[config.mk]
export PLATFORM = sky130hd
export DESIGN_NAME = uart_tx_wb
export DESIGN_NICKNAME = d
export VERILOG_FILES = /design/src/rtl/uart_tx_wb.sv
export SDC_FILE = /design/constraint.sdc
export NUM_CORES = 1
export LEC_CHECK = 0
export CORE_MARGIN = 5
export CORE_UTILIZATION = 55
export CTS_CLUSTER_DIAMETER = 60
export DETAILED_ROUTE_END_ITERATION = 16
export GPL_TIMING_DRIVEN = 0
export PLACE_DENSITY = 0.84
export SYNTH_ARGS = -nofsm -noshare
export SYNTH_HDL_FRONTEND = slang
export SYNTH_SLANG_ARGS = --single-unit
[constraint.sdc]
create_clock -name clk_i -period 5.9 [get_ports clk_i]
set_clock_uncertainty 0.05 [all_clocks]
set_input_delay 1.18 -clock clk_i [delete_from_list [all_inputs] [get_ports clk_i]]
set_output_delay 1.18 -clock clk_i [all_outputs]
set_load 0.01 [all_outputs]
[src/rtl/uart_tx_wb.sv]
`default_nettype none
// ============================================================================
// Module   : uart_tx_wb
// Brief    : Wishbone UART transmitter, 4-byte buffer, 8N1 LSB first, NCO baud.
//            Optional even parity bit when UART_TX_PARITY_EN is defined.
// Revision : 1.0 - initial release
// ============================================================================
module uart_tx_wb #(
  parameter logic [31:0] BASE_ADDR  = 32'h0,
  parameter int          STOP_BITS  = 1,
  parameter int          IGNORE_CYC = 1
) (
  input  logic        clk_i,
  input  logic        rst_i,
  input  logic [31:0] addr_i,
  input  logic [31:0] dat_i,
  output logic [31:0] dat_o,
  input  logic        we_i,
  input  logic [3:0]  sel_i,
  input  logic        cyc_i,
  input  logic        stb_i,
  output logic        ack_o,
  output logic        err_o,
  output logic        rty_o,
  output logic        tx_o,
  output logic        busy_o,
  output logic        done_o
);

  localparam logic [31:0] ADDR_CTRL  = BASE_ADDR + 32'h3;
  localparam logic [31:0] ADDR_BAUD  = BASE_ADDR + 32'h4;
  localparam logic [31:0] ADDR_STAT  = BASE_ADDR + 32'h5;
  localparam logic [31:0] ADDR_TXBUF = BASE_ADDR + 32'h7;

  localparam logic [2:0] S_IDLE   = 3'd0;
  localparam logic [2:0] S_SELECT = 3'd1;
  localparam logic [2:0] S_START  = 3'd2;
  localparam logic [2:0] S_DATA   = 3'd3;
  localparam logic [2:0] S_STOP   = 3'd4;
  localparam logic [2:0] S_FINISH = 3'd5;
`ifdef UART_TX_PARITY_EN
  localparam logic [2:0] S_PARITY = 3'd6;
`endif

  logic [2:0]  state_q, state_d;
  logic        tx_q, tx_d;
  logic        busy_q, busy_d;
  logic        done_q, done_d;
  logic        ack_q, ack_d;
  logic [31:0] dat_q, dat_d;
  logic [31:0] baud_q, baud_d;
  logic [31:0] txbuf_q, txbuf_d;
  logic [3:0]  lane_q, lane_d;
  logic [31:0] nco_q, nco_d;
  logic [7:0]  shift_q, shift_d;
  logic [2:0]  bit_cnt_q, bit_cnt_d;
  logic        stop_cnt_q, stop_cnt_d;
`ifdef UART_TX_PARITY_EN
  logic        par_en_q, par_en_d;
  logic        par_bit_q, par_bit_d;
`endif

  logic        acc;
  logic        wr;
  logic [32:0] nco_sum;
  logic        tick;
  logic        last_stop;
  logic        start_wr;
  logic        par_rd;
  logic [1:0]  lane_idx;
  logic [7:0]  lane_byte;
  logic [31:0] rd_data;
  logic [2:0]  step;

  assign acc       = stb_i & (cyc_i | (IGNORE_CYC != 0));
  assign wr        = acc & we_i;
  assign nco_sum   = {1'b0, nco_q} + {1'b0, baud_q};
  assign tick      = nco_sum[32];
  assign last_stop = (STOP_BITS < 2) | stop_cnt_q;
  assign start_wr  = wr & (addr_i == ADDR_CTRL) & dat_i[7];

`ifdef UART_TX_PARITY_EN
  assign par_rd = par_en_q;
`else
  assign par_rd = 1'b0;
`endif

  function automatic logic [31:0] merge_lanes(input logic [31:0] old_v,
                                              input logic [31:0] new_v,
                                              input logic [3:0]  sel);
    logic [31:0] r;
    r = old_v;
    for (int n = 0; n < 4; n++) begin
      if (sel[n]) r[n*8 +: 8] = new_v[n*8 +: 8];
    end
    return r;
  endfunction

  // Lowest pending lane wins.
  always_comb begin
    lane_idx = 2'd3;
    casez (lane_q)
      4'b???1: lane_idx = 2'd0;
      4'b??10: lane_idx = 2'd1;
      4'b?100: lane_idx = 2'd2;
      default: lane_idx = 2'd3;
    endcase
    lane_byte = txbuf_q[{lane_idx, 3'b000} +: 8];
  end

  always_comb begin
    rd_data = 32'h0;
    case (addr_i)
      ADDR_CTRL:  rd_data = {24'h0, busy_q, 6'h0, par_rd};
      ADDR_BAUD:  rd_data = baud_q;
      ADDR_STAT:  rd_data = {26'h0, done_q, busy_q, lane_q};
      ADDR_TXBUF: rd_data = txbuf_q;
      default:    rd_data = 32'h0;
    endcase
  end

  always_comb begin
    state_d    = state_q;
    tx_d       = tx_q;
    busy_d     = busy_q;
    done_d     = done_q;
    ack_d      = acc;
    dat_d      = acc ? rd_data : dat_q;
    baud_d     = baud_q;
    txbuf_d    = txbuf_q;
    lane_d     = lane_q;
    nco_d      = nco_sum[31:0];
    shift_d    = shift_q;
    bit_cnt_d  = bit_cnt_q;
    stop_cnt_d = stop_cnt_q;
    step       = state_q;
`ifdef UART_TX_PARITY_EN
    par_en_d   = par_en_q;
    par_bit_d  = par_bit_q;
    if (wr && addr_i == ADDR_CTRL) par_en_d = dat_i[0];
`endif

    if (wr && addr_i == ADDR_BAUD) baud_d = merge_lanes(baud_q, dat_i, sel_i);
    if (wr && addr_i == ADDR_STAT) done_d = 1'b0;
    if (wr && addr_i == ADDR_TXBUF && !busy_q) begin
      txbuf_d = merge_lanes(txbuf_q, dat_i, sel_i);
      lane_d  = lane_q | sel_i;
    end

    case (state_q)
      S_IDLE: begin
        if (start_wr) begin
          busy_d = 1'b1;
          nco_d  = 32'h0;
          step   = S_SELECT;
        end
      end
      S_START: begin
        if (tick) begin
          state_d   = S_DATA;
          tx_d      = shift_q[0];
          bit_cnt_d = 3'd0;
        end
      end
      S_DATA: begin
        if (tick) begin
          if (bit_cnt_q == 3'd7) begin
`ifdef UART_TX_PARITY_EN
            if (par_en_q) begin
              state_d = S_PARITY;
              tx_d    = par_bit_q;
            end else begin
              state_d    = S_STOP;
              tx_d       = 1'b1;
              stop_cnt_d = 1'b0;
            end
`else
            state_d    = S_STOP;
            tx_d       = 1'b1;
            stop_cnt_d = 1'b0;
`endif
          end else begin
            shift_d   = {1'b0, shift_q[7:1]};
            tx_d      = shift_q[1];
            bit_cnt_d = bit_cnt_q + 3'd1;
          end
        end
      end
`ifdef UART_TX_PARITY_EN
      S_PARITY: begin
        if (tick) begin
          state_d    = S_STOP;
          tx_d       = 1'b1;
          stop_cnt_d = 1'b0;
        end
      end
`endif
      S_STOP: begin
        if (tick) begin
          if (last_stop) step = S_SELECT;
          else stop_cnt_d = 1'b1;
        end
      end
      S_FINISH: begin
        done_d  = 1'b1;
        busy_d  = 1'b0;
        state_d = S_IDLE;
      end
      default: state_d = S_IDLE;
    endcase

    // Lane selection resolves in the cycle it is entered so frames abut.
    if (step == S_SELECT) begin
      if (|lane_q) begin
        shift_d          = lane_byte;
        lane_d[lane_idx] = 1'b0;
        tx_d             = 1'b0;
        state_d          = S_START;
`ifdef UART_TX_PARITY_EN
        par_bit_d        = ^lane_byte;
`endif
      end else begin
        tx_d    = 1'b1;
        state_d = S_FINISH;
      end
    end
  end

  always_ff @(posedge clk_i or posedge rst_i) begin
    if (rst_i) begin
      state_q    <= S_IDLE;
      tx_q       <= 1'b1;
      busy_q     <= 1'b0;
      done_q     <= 1'b0;
      ack_q      <= 1'b0;
      dat_q      <= 32'h0;
      baud_q     <= 32'h0;
      txbuf_q    <= 32'h0;
      lane_q     <= 4'h0;
      nco_q      <= 32'h0;
      shift_q    <= 8'h0;
      bit_cnt_q  <= 3'd0;
      stop_cnt_q <= 1'b0;
`ifdef UART_TX_PARITY_EN
      par_en_q   <= 1'b0;
      par_bit_q  <= 1'b0;
`endif
    end else begin
      state_q    <= state_d;
      tx_q       <= tx_d;
      busy_q     <= busy_d;
      done_q     <= done_d;
      ack_q      <= ack_d;
      dat_q      <= dat_d;
      baud_q     <= baud_d;
      txbuf_q    <= txbuf_d;
      lane_q     <= lane_d;
      nco_q      <= nco_d;
      shift_q    <= shift_d;
      bit_cnt_q  <= bit_cnt_d;
      stop_cnt_q <= stop_cnt_d;
`ifdef UART_TX_PARITY_EN
      par_en_q   <= par_en_d;
      par_bit_q  <= par_bit_d;
`endif
    end
  end

  assign dat_o  = dat_q;
  assign ack_o  = ack_q;
  assign err_o  = 1'b0;
  assign rty_o  = 1'b0;
  assign tx_o   = tx_q;
  assign busy_o = busy_q;
  assign done_o = done_q;

endmodule
`default_nettype wire

==> run_1/port_trees.png <==
Scale: 3 px per um.
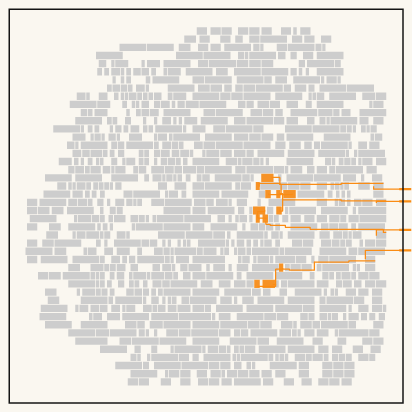
- orange: `sel_i` (bits 4; direction input; edge right; end cells 12; buffers 4; wire 248 um)

==> run_1/gates.png <==
Scale: 4 px per um.
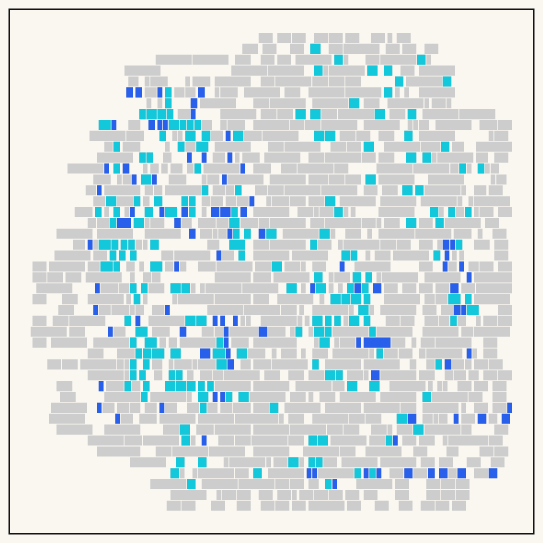
- blue: nor cells (cells 92; most used nor2_1; where spread over the die)
- cyan: aoi and oai cells (cells 185; most used a21oi_1)

==> run_1/util_map.png <==
Scale: 2 px per um. 13 x 13 tiles, from dark purple (low) to yellow (high), 0 to 100% covered.
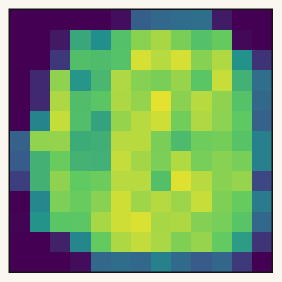
- tiles over 75% full: 46%
- fullest tile: 96%
- densest ninth of the die: middle
- emptiest ninth of the die: top left
- nearly empty tiles: 14%

==> results.yml, run 1 <==
# yosys + openroad results
worst_setup_path:
  path_cells: "clkdlybuf4s50_1, nor4_1, nand4_1, nor2_1, and3b_1, buf_4, nor2b_1, buf_2, nor2b_1, clkbuf_1, nand2_1, mux2_2"
  worst-path-stages: 12
  timing.rr.start: "baud_q[0]"
  startpoint: "addr_i[5]"
  cp.buffers_inverters: 4
  criticalPathCategory: "input port to flip-flop"
  slowest_stage: "clkdlybuf4s50_1"
  end_kind: "flip-flop"
  worstPathRequired_ns: 6.17
  rr_endpoint: "lane_q[0]"
  r2r_slack_ns: 2.40
  crit_arrival_ns: 4.07
  r2r_cells: 11
  slowest_delay_ns: 0.40
  cpMostUsedCell: "nor2b_1"
  path_delay_family: "simple AND/OR/NAND/NOR gates"
  path_max_fanout: 9
  critPathCapture: "baud_q[9]"
  cp-start-kind: "input port"
cts:
  h-tree-depth: 4
  numClockSinks: 150
  postCtsSetupRepairBufs: 0
  cts_tree: "yes"
  cts_buffers: 17
  root_buffer: "clkbuf_16"
  cts_resized: 0
  clk_path_buf_depth: 2
  clk_pin_slew_ns: 0.06
  clock_latency_ns: 0.44
final_timing:
  timing.hold.ws_ns: 0.472
  period_needed_ns: 3.81
  fin_tns_setup_ns: 0
  rsz0062_at_grt: "false"
  tightest_slew_ns: 0.974
  max_freq_ghz: 0.263
  slew_headroom_pct: 34.9
  slew_viol_final: 0
power_and_ir_drop:
  vdd_drop_max_uv: 215
  leakagePower_nw: 4.50
  cellPowerDensity_nw_per_um2: 229
place:
  io_buffer_count: 106
  dp_slack_ns: 1.70
  placedInstanceArea_sq_um: 9350
  hpwlAfterDp_mm: 15.5
  place_congestion: 0.978
  post-place-cells: 1062
synth:
  synthSimpleGateAreaFrac_pct: 11.0
  synth.avg_cell_area_sq_um: 10.4
  yosysTopAreaCell: "dfrtp_1"
  synth-area-yosys_sq_um: 8020
  async_flop_share_pct: 100
  mux_area_share_pct: 13.0
  synth.distinct_cells: 64
  syn-cell-area_sq_um: 8020
  ys.flops: 150
  top_logic_kind: "AND-OR/OR-AND gates"
  yosysCellCount: 770
  ys_seq_share_pct: 46.8
  syn_inst: 770
  common_cells: "149 x dfrtp_1, 58 x nor2_1, 55 x mux2_2"
  top_cell_area_share_pct: 46.5
  synth.area.top_cells: "dfrtp_1 46%, mux2_2 7.7%, ha_1 5.3%"
  yosysWarnings: 0
  top_cell: "dfrtp_1"
  edf_count: 0
  ys_sh_aoi_pct: 17.2
routing:
  drt_first_iter_violations: 551
  num_vias: 6634
  first_pass_iters: 6
  drc: 0
  final_antenna_net_count: 0
  vias_per_cell: 6.06
  routed_wl_mm: 21.3
  wl_per_cell_um: 19.5
cells_and_area:
  final_area_sq_um: 9970
  post-route-util_pct: 69.1
  layout-drive-gt1-share_pct: 12.5
  seqCellArea_sq_um: 3750
  nets: 1005
  most-common-layout-cells: "149 x dfrtp_1, 106 x clkdlybuf4s50_1, 58 x nor2_1"
  fin_cells: 1094
  num_antenna_cells: 0
  final_common_cell: "dfrtp_1"
  syn2layout_area_growth_pct: 24.4
  nFillCells: 1081
  logic_area_sq_um: 3960
die:
  row_count: 44
  die_area_sq_um: 17100
  die.size.y_um: 131
  boundaryPins: 111
  die_w_um: 131
  initial_utilization_pct: 55.6
hold_path:
  hold_end: "txbuf_q[20]"
  holdCritStartpoint: "txbuf_q[20]"
  min_path_cells: 1
  hold_class: "flip-flop to flip-flop"
grt:
  grt_pass1_vias: 6706
  gr-total-overflow: 0
  grt_max_degree: 81
  antenna_found_initial: 0
job:
  warnings: 27
  maxCapViolCount: 0
status:
  status: "finished, final reports clean"
-- run 1: routing by layer --
metal | global-route usage [%] | share of wire (%) | vias to the layer above | routed length [um]
met5 | 0 | 0 | - | 0
met4 | 10.6 | 3.2 | 0 | 672
met2 | 42.8 | 49 | 231 | 10400
met3 | 5.73 | 6.6 | 60 | 1420
li1 | - | - | 3082 | -
met1 | 33.2 | 41 | 3261 | 8830
-- run 1: cell type report --
cell class	instances	area share [%]
clock buffers	20	4.58
clock inverters	12	1.69
inverters	38	1.48
plain buffers	39	1.69
repair buffers	107	10.9
multi-input cells	544	39.7
well taps	184	2.31
flip-flops and latches	150	37.6
-- run 1: power by group --
part           internal [W]  leakage [nW]  switching, W
combinational     0.0000532          2.34     0.0000464
clock              0.000695         0.299      0.000454
sequential          0.00103          1.86    0.00000167
total               0.00178          4.50      0.000502
==> inputs of run 2 (changes only) <==
==> constraint.sdc (replaced) <==
create_clock -name clk_i -period 3.54 [get_ports clk_i]
set_clock_uncertainty 0.05 [all_clocks]
set_input_delay 0.708 -clock clk_i [delete_from_list [all_inputs] [get_ports clk_i]]
set_output_delay 0.708 -clock clk_i [all_outputs]
set_load 0.01 [all_outputs]
==> run_2/ff_map.png <==
Scale: 3 px per um. Other sequential cells in the stronger gray, the rest of the logic in the fainter gray.
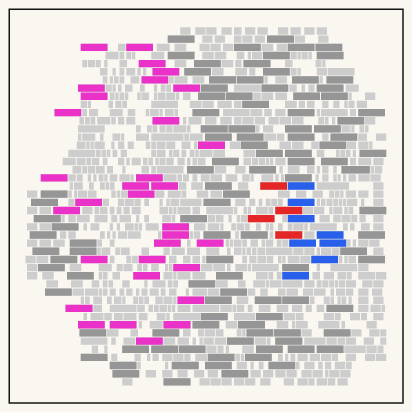
- magenta: `nco_q` (flops 32)
- red: `lane_q` (flops 4)
- blue: `shift_q` (flops 8; where right middle)

==> run_2/util_map.png <==
Scale: 2 px per um. 13 x 13 tiles, from dark purple (low) to yellow (high), 0 to 100% covered.
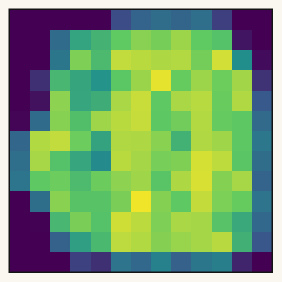
- tiles over 75% full: 44%
- densest ninth of the die: middle
- emptiest ninth of the die: top left

==> results.yml, run 2 <==
# yosys + openroad results
job:
  warnings: 27
  maxCapViolCount: 0
cts:
  clock_latency_ns: 0.43
  root_buffer: "clkbuf_16"
  cts_buffers: 17
  postCtsSetupRepairBufs: 0
  clk_path_buf_depth: 2
  h-tree-depth: 4
  clk_pin_slew_ns: 0.06
  cts_tree: "yes"
  cts_resized: 0
  cts_hold_buf: 0
  numClockSinks: 150
cells_and_area:
  layout-drive-gt1-share_pct: 12.7
  final_area_sq_um: 9990
  post-route-util_pct: 69.3
  num_antenna_cells: 0
  syn2layout_area_growth_pct: 24.6
  most-common-layout-cells: "149 x dfrtp_1, 106 x clkdlybuf4s50_1, 58 x nor2_1"
  fin_cells: 1097
  nets: 1008
  final_common_cell: "dfrtp_1"
grt:
  met1_usage_pct: 34.1
  grt_util_met2_pct: 44.6
  grt_busiest_layer: "met2"
  grt_max_degree: 38
  use_met3_pct: 5.37
  gr-total-overflow: 0
  grt_pass1_vias: 6693
  antenna_found_initial: 0
  grt_pass1_wl_mm: 34.3
power_and_ir_drop:
  leakagePower_nw: 4.49
  p_int_w: 0.00289
  p_comb_share_pct: 4.7
  powerClk_w: 0.00181
  switching_share_pct: 22.0
  finalPower_w: 0.00371
  vdd_drop_max_uv: 356
  clockPowerShare_pct: 48.8
  power.group.top: "clock"
  seqPwrFrac_pct: 46.5
  comb_power_w: 0.000174
  p_seq_w: 0.00172
  cellPowerDensity_nw_per_um2: 371
  p_switching_w: 0.000814
worst_setup_path:
  crit_arrival_ns: 3.66
  end_kind: "flip-flop"
  timing.rr.start: "baud_q[0]"
  worstPathRequired_ns: 3.79
  criticalPathCategory: "flip-flop to flip-flop"
  critPathCapture: "shift_q[3]"
  path_max_fanout: 10
  r2r_slack_ns: 0.13
  startpoint: "baud_q[0]"
  cp-start-kind: "flip-flop"
  rr_endpoint: "shift_q[3]"
  r2r_cells: 12
place:
  placedInstanceArea_sq_um: 9400
  dp_slack_ns: -0.163
  io_buffer_count: 106
  post-place-cells: 1065
  place_congestion: 0.942
  hpwlAfterDp_mm: 16.3
synth:
  async_flop_share_pct: 100
  syn_inst: 770
  adder_share_pct: 5.55
  ff_type: "dfrtp_1"
  edf_count: 0
  syn-cell-area_sq_um: 8020
  ys_sh_aoi_pct: 17.2
  top_cell_area_share_pct: 46.5
  ys_seq_share_pct: 46.8
  ys.flops: 150
  xor_area_share_pct: 2.51
  synthSimpleGateAreaFrac_pct: 11.0
  yosysCellCount: 770
  top_cell: "dfrtp_1"
  common_cells: "149 x dfrtp_1, 58 x nor2_1, 55 x mux2_2"
  yosysWarnings: 0
  synth-area-yosys_sq_um: 8020
  synth.area.top_cells: "dfrtp_1 46%, mux2_2 7.7%, ha_1 5.3%"
  mux_area_share_pct: 13.0
  synth.distinct_cells: 64
  top_logic_kind: "AND-OR/OR-AND gates"
  yosysTopAreaCell: "dfrtp_1"
  synth.avg_cell_area_sq_um: 10.4
routing:
  drt-met1-wl_mm: 9.07
  top_layer: "met4"
  vias_per_cell: 5.99
  final_antenna_net_count: 0
  wl_per_cell_um: 19.9
  routed_wl_mm: 21.8
  drt_first_iter_violations: 586
  drc: 0
  met3_length_mm: 1.40
  wl_met2_mm: 10.9
  num_vias: 6576
  first_pass_iters: 5
final_timing:
  fin_tns_setup_ns: 0
  tightest_slew_ns: 0.854
  hold_viol_final: 0
  period_needed_ns: 3.41
  slew_headroom_pct: 42.7
  post-route-period-util_pct: 96.3
  timing.hold.ws_ns: 0.478
  rsz0062_at_grt: "false"
  slew_viol_final: 0
  setup_ws_ns: 0.130
  max_freq_ghz: 0.293
die:
  die_area_sq_um: 17100
  initial_utilization_pct: 55.6
  boundaryPins: 111
  die.size.y_um: 131
  die_w_um: 131
  row_count: 44
hold_path:
  hold_class: "flip-flop to flip-flop"
  holdCritStartpoint: "txbuf_q[15]"
  min_path_cells: 1
  hold_end: "txbuf_q[15]"
status:
  status: "finished, final reports clean"
==> run 2: cell counts after synthesis <==
No cell type changed its count.
==> run 2: area by class of cell <==
| type | count | area, sq um |
|---|---|---|
| Clock buffer | 22 | 464 |
| Fill cell | 1053 | 4430 |
| Buffer | 39 | 169 |
| Sequential cell | 150 | 3750 |
| Clock inverter | 10 | 121 |
| Multi-Input combinational cell | 544 | 3970 |
| Timing Repair Buffer | 110 | 1140 |
| Tap cell | 184 | 230 |
| Inverter | 38 | 146 |
==> run 2: worst max-delay path, stage by stage, from the launching register on <==
cell and delay, ns:
dfrtp_1 0.40, ha_1 0.22, inv_1 0.08, fa_1 0.41, nand2b_1 0.18, a21oi_2 0.24, a41oi_1 0.17, a2111o_1 0.47
a21boi_2 0.28, nor2_1 0.15, o31a_1 0.32, buf_4 0.19, mux2i_1 0.14
==> inputs of run 3 (changes only) <==
--- a/config.mk
+++ b/config.mk
@@ -10,6 +10,7 @@
 export CTS_CLUSTER_DIAMETER = 60
 export DETAILED_ROUTE_END_ITERATION = 16
 export GPL_TIMING_DRIVEN = 0
+export MAX_ROUTING_LAYER = met4
 export PLACE_DENSITY = 0.84
 export SYNTH_ARGS = -nofsm -noshare
 export SYNTH_HDL_FRONTEND = slang
==> run_3/clock_nets.png <==
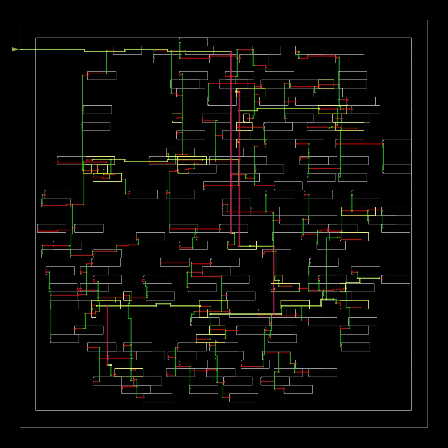
CTS buffer count: 17
clk_lat worst skew: 0.42 ns
sequential cell count: 150

==> run_3/ff_map.png <==
Scale: 3 px per um. Other sequential cells in the stronger gray, the rest of the logic in the fainter gray.
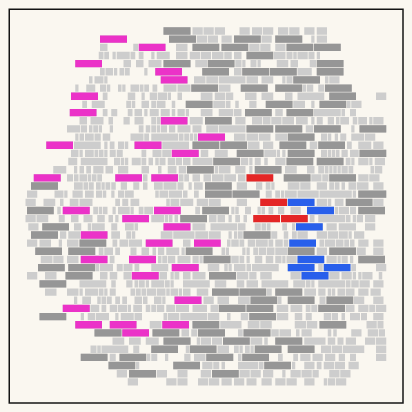
- blue: `shift_q` (flops 8; where right middle)
- red: `lane_q` (flops 4)
- magenta: `nco_q` (flops 32)

==> results.yml, run 3 <==
# yosys + openroad results
status:
  status: "finished, final reports clean"
die:
  die_w_um: 131
  initial_utilization_pct: 55.6
  taps: 184
  boundaryPins: 111
  core_area_sq_um: 14400
  row_count: 44
  die.size.y_um: 131
  die_area_sq_um: 17100
cells_and_area:
  most-common-layout-cells: "149 x dfrtp_1, 106 x clkdlybuf4s50_1, 58 x nor2_1"
  syn2layout_area_growth_pct: 24.7
  largest_class: "logic gates"
  clockNetworkAreaShare_pct: 5.70
  post-route-util_pct: 69.3
  fin_cells: 1098
  num_antenna_cells: 0
  final_common_cell: "dfrtp_1"
  buffer_area_share_pct: 13.2
  nets: 1009
  logic_gates: 544
  seqCellArea_sq_um: 3750
  nClkBuffers: 22
  layout-drive-gt1-share_pct: 13.0
  comb-cell-share_pct: 39.8
  logic_area_sq_um: 3980
  sh_seq_area_pct: 37.5
  nFillCells: 1067
  inv_count: 38
  buffers: 150
  final_area_sq_um: 10000
worst_setup_path:
  slowest_delay_ns: 0.54
  path_cells: "ha_1, inv_1, fa_1, nand2b_1, a21oi_4, a41oi_1, a2111o_1, a21boi_4, nor2_1, o31a_1, buf_4, mux2i_1"
  timing.rr.start: "baud_q[0]"
  path_delay_family: "AND-OR/OR-AND gates"
  end_kind: "flip-flop"
  cp.buffers_inverters: 2
  slowest_stage: "a2111o_1"
  crit_arrival_ns: 3.67
  worstPathRequired_ns: 3.77
  path_max_fanout: 10
  startpoint: "baud_q[0]"
  cp-start-kind: "flip-flop"
  criticalPathCategory: "flip-flop to flip-flop"
place:
  post-place-cells: 1065
  hpwlAfterDp_mm: 16.1
  place_congestion: 0.945
  io_buffer_count: 106
  dp_slack_ns: -0.206
  placedInstanceArea_sq_um: 9400
routing:
  num_vias: 6668
  first_pass_iters: 5
  drt_first_iter_violations: 497
  final_antenna_net_count: 0
  wl_per_cell_um: 20.0
  drc: 0
  routed_wl_mm: 22.0
  vias_per_cell: 6.07
grt:
  grt_pass1_wl_mm: 34.1
  gr-total-overflow: 0
  grt_max_degree: 43
  antenna_found_initial: 0
  grt_pass1_vias: 6686
synth:
  ys.flops: 150
  ys_sh_aoi_pct: 17.2
  synth-area-yosys_sq_um: 8020
  top_cell_area_share_pct: 46.5
  common_cells: "149 x dfrtp_1, 58 x nor2_1, 55 x mux2_2"
  async_flop_share_pct: 100
  adder_share_pct: 5.55
  ff_type: "dfrtp_1"
  synth.distinct_cells: 64
  synth.area.top_cells: "dfrtp_1 46%, mux2_2 7.7%, ha_1 5.3%"
  xor_area_share_pct: 2.51
  mux_area_share_pct: 13.0
  yosysCellCount: 770
  syn-cell-area_sq_um: 8020
  top_logic_kind: "AND-OR/OR-AND gates"
  syn_inst: 770
  edf_count: 0
  synth.avg_cell_area_sq_um: 10.4
  yosysWarnings: 0
  synthSimpleGateAreaFrac_pct: 11.0
  top_cell: "dfrtp_1"
  yosysTopAreaCell: "dfrtp_1"
  ys_seq_share_pct: 46.8
cts:
  cts_resized: 0
  h-tree-depth: 4
  clk_pin_slew_ns: 0.06
  root_buffer: "clkbuf_16"
  postCtsSetupRepairBufs: 0
  clk_path_buf_depth: 2
  cts_tree: "yes"
  cts_hold_buf: 0
  numClockSinks: 150
final_timing:
  period_needed_ns: 3.44
  rsz0062_at_grt: "true"
  tightest_slew_ns: 0.830
  post-route-period-util_pct: 97.2
  slew_headroom_pct: 44.3
  setup_ws_ns: 0.0989
  max_freq_ghz: 0.291
  slew_viol_final: 0
  hold_viol_final: 0
  timing.hold.ws_ns: 0.456
  fin_tns_setup_ns: 0
power_and_ir_drop:
  leakagePower_nw: 4.50
  vdd_drop_max_uv: 335
  finalPower_w: 0.00364
  cellPowerDensity_nw_per_um2: 364
job:
  maxCapViolCount: 0
  warnings: 28
hold_path:
  holdCritStartpoint: "done_o"
  hold_class: "flip-flop to flip-flop"
[run 3: cell counts after synthesis]
Identical to the previous run, type by type.
[run 3: where the power goes]
group,switching [W],internal (W)
registers,0.00000292,0.00172
logic,0.0000796,0.0000944
clock network,0.000716,0.00103
total,0.000799,0.00284
[run 3: worst paths after layout]
path | endpoint | slack, ns | cells past startpoint
setup / recovery | shift_q[0] | 0.1 | 12
hold reg to reg | done_o | 0.46 | 2
max in group asynchronous | nco_q[18] | 2.23 | 4
hold / removal | done_o | 0.46 | 2
setup reg to reg | shift_q[0] | 0.1 | 12
min in group asynchronous | dat_o[5] | 0.48 | 2
[run 3: layer usage]
metal	part of all wire, %	GRT usage (%)
met1	42	34.2
met2	49	43.5
met3	6.2	5.28
met4	2.6	8.71
met5	0	-
Power is estimated from default activity; no workload was simulated.
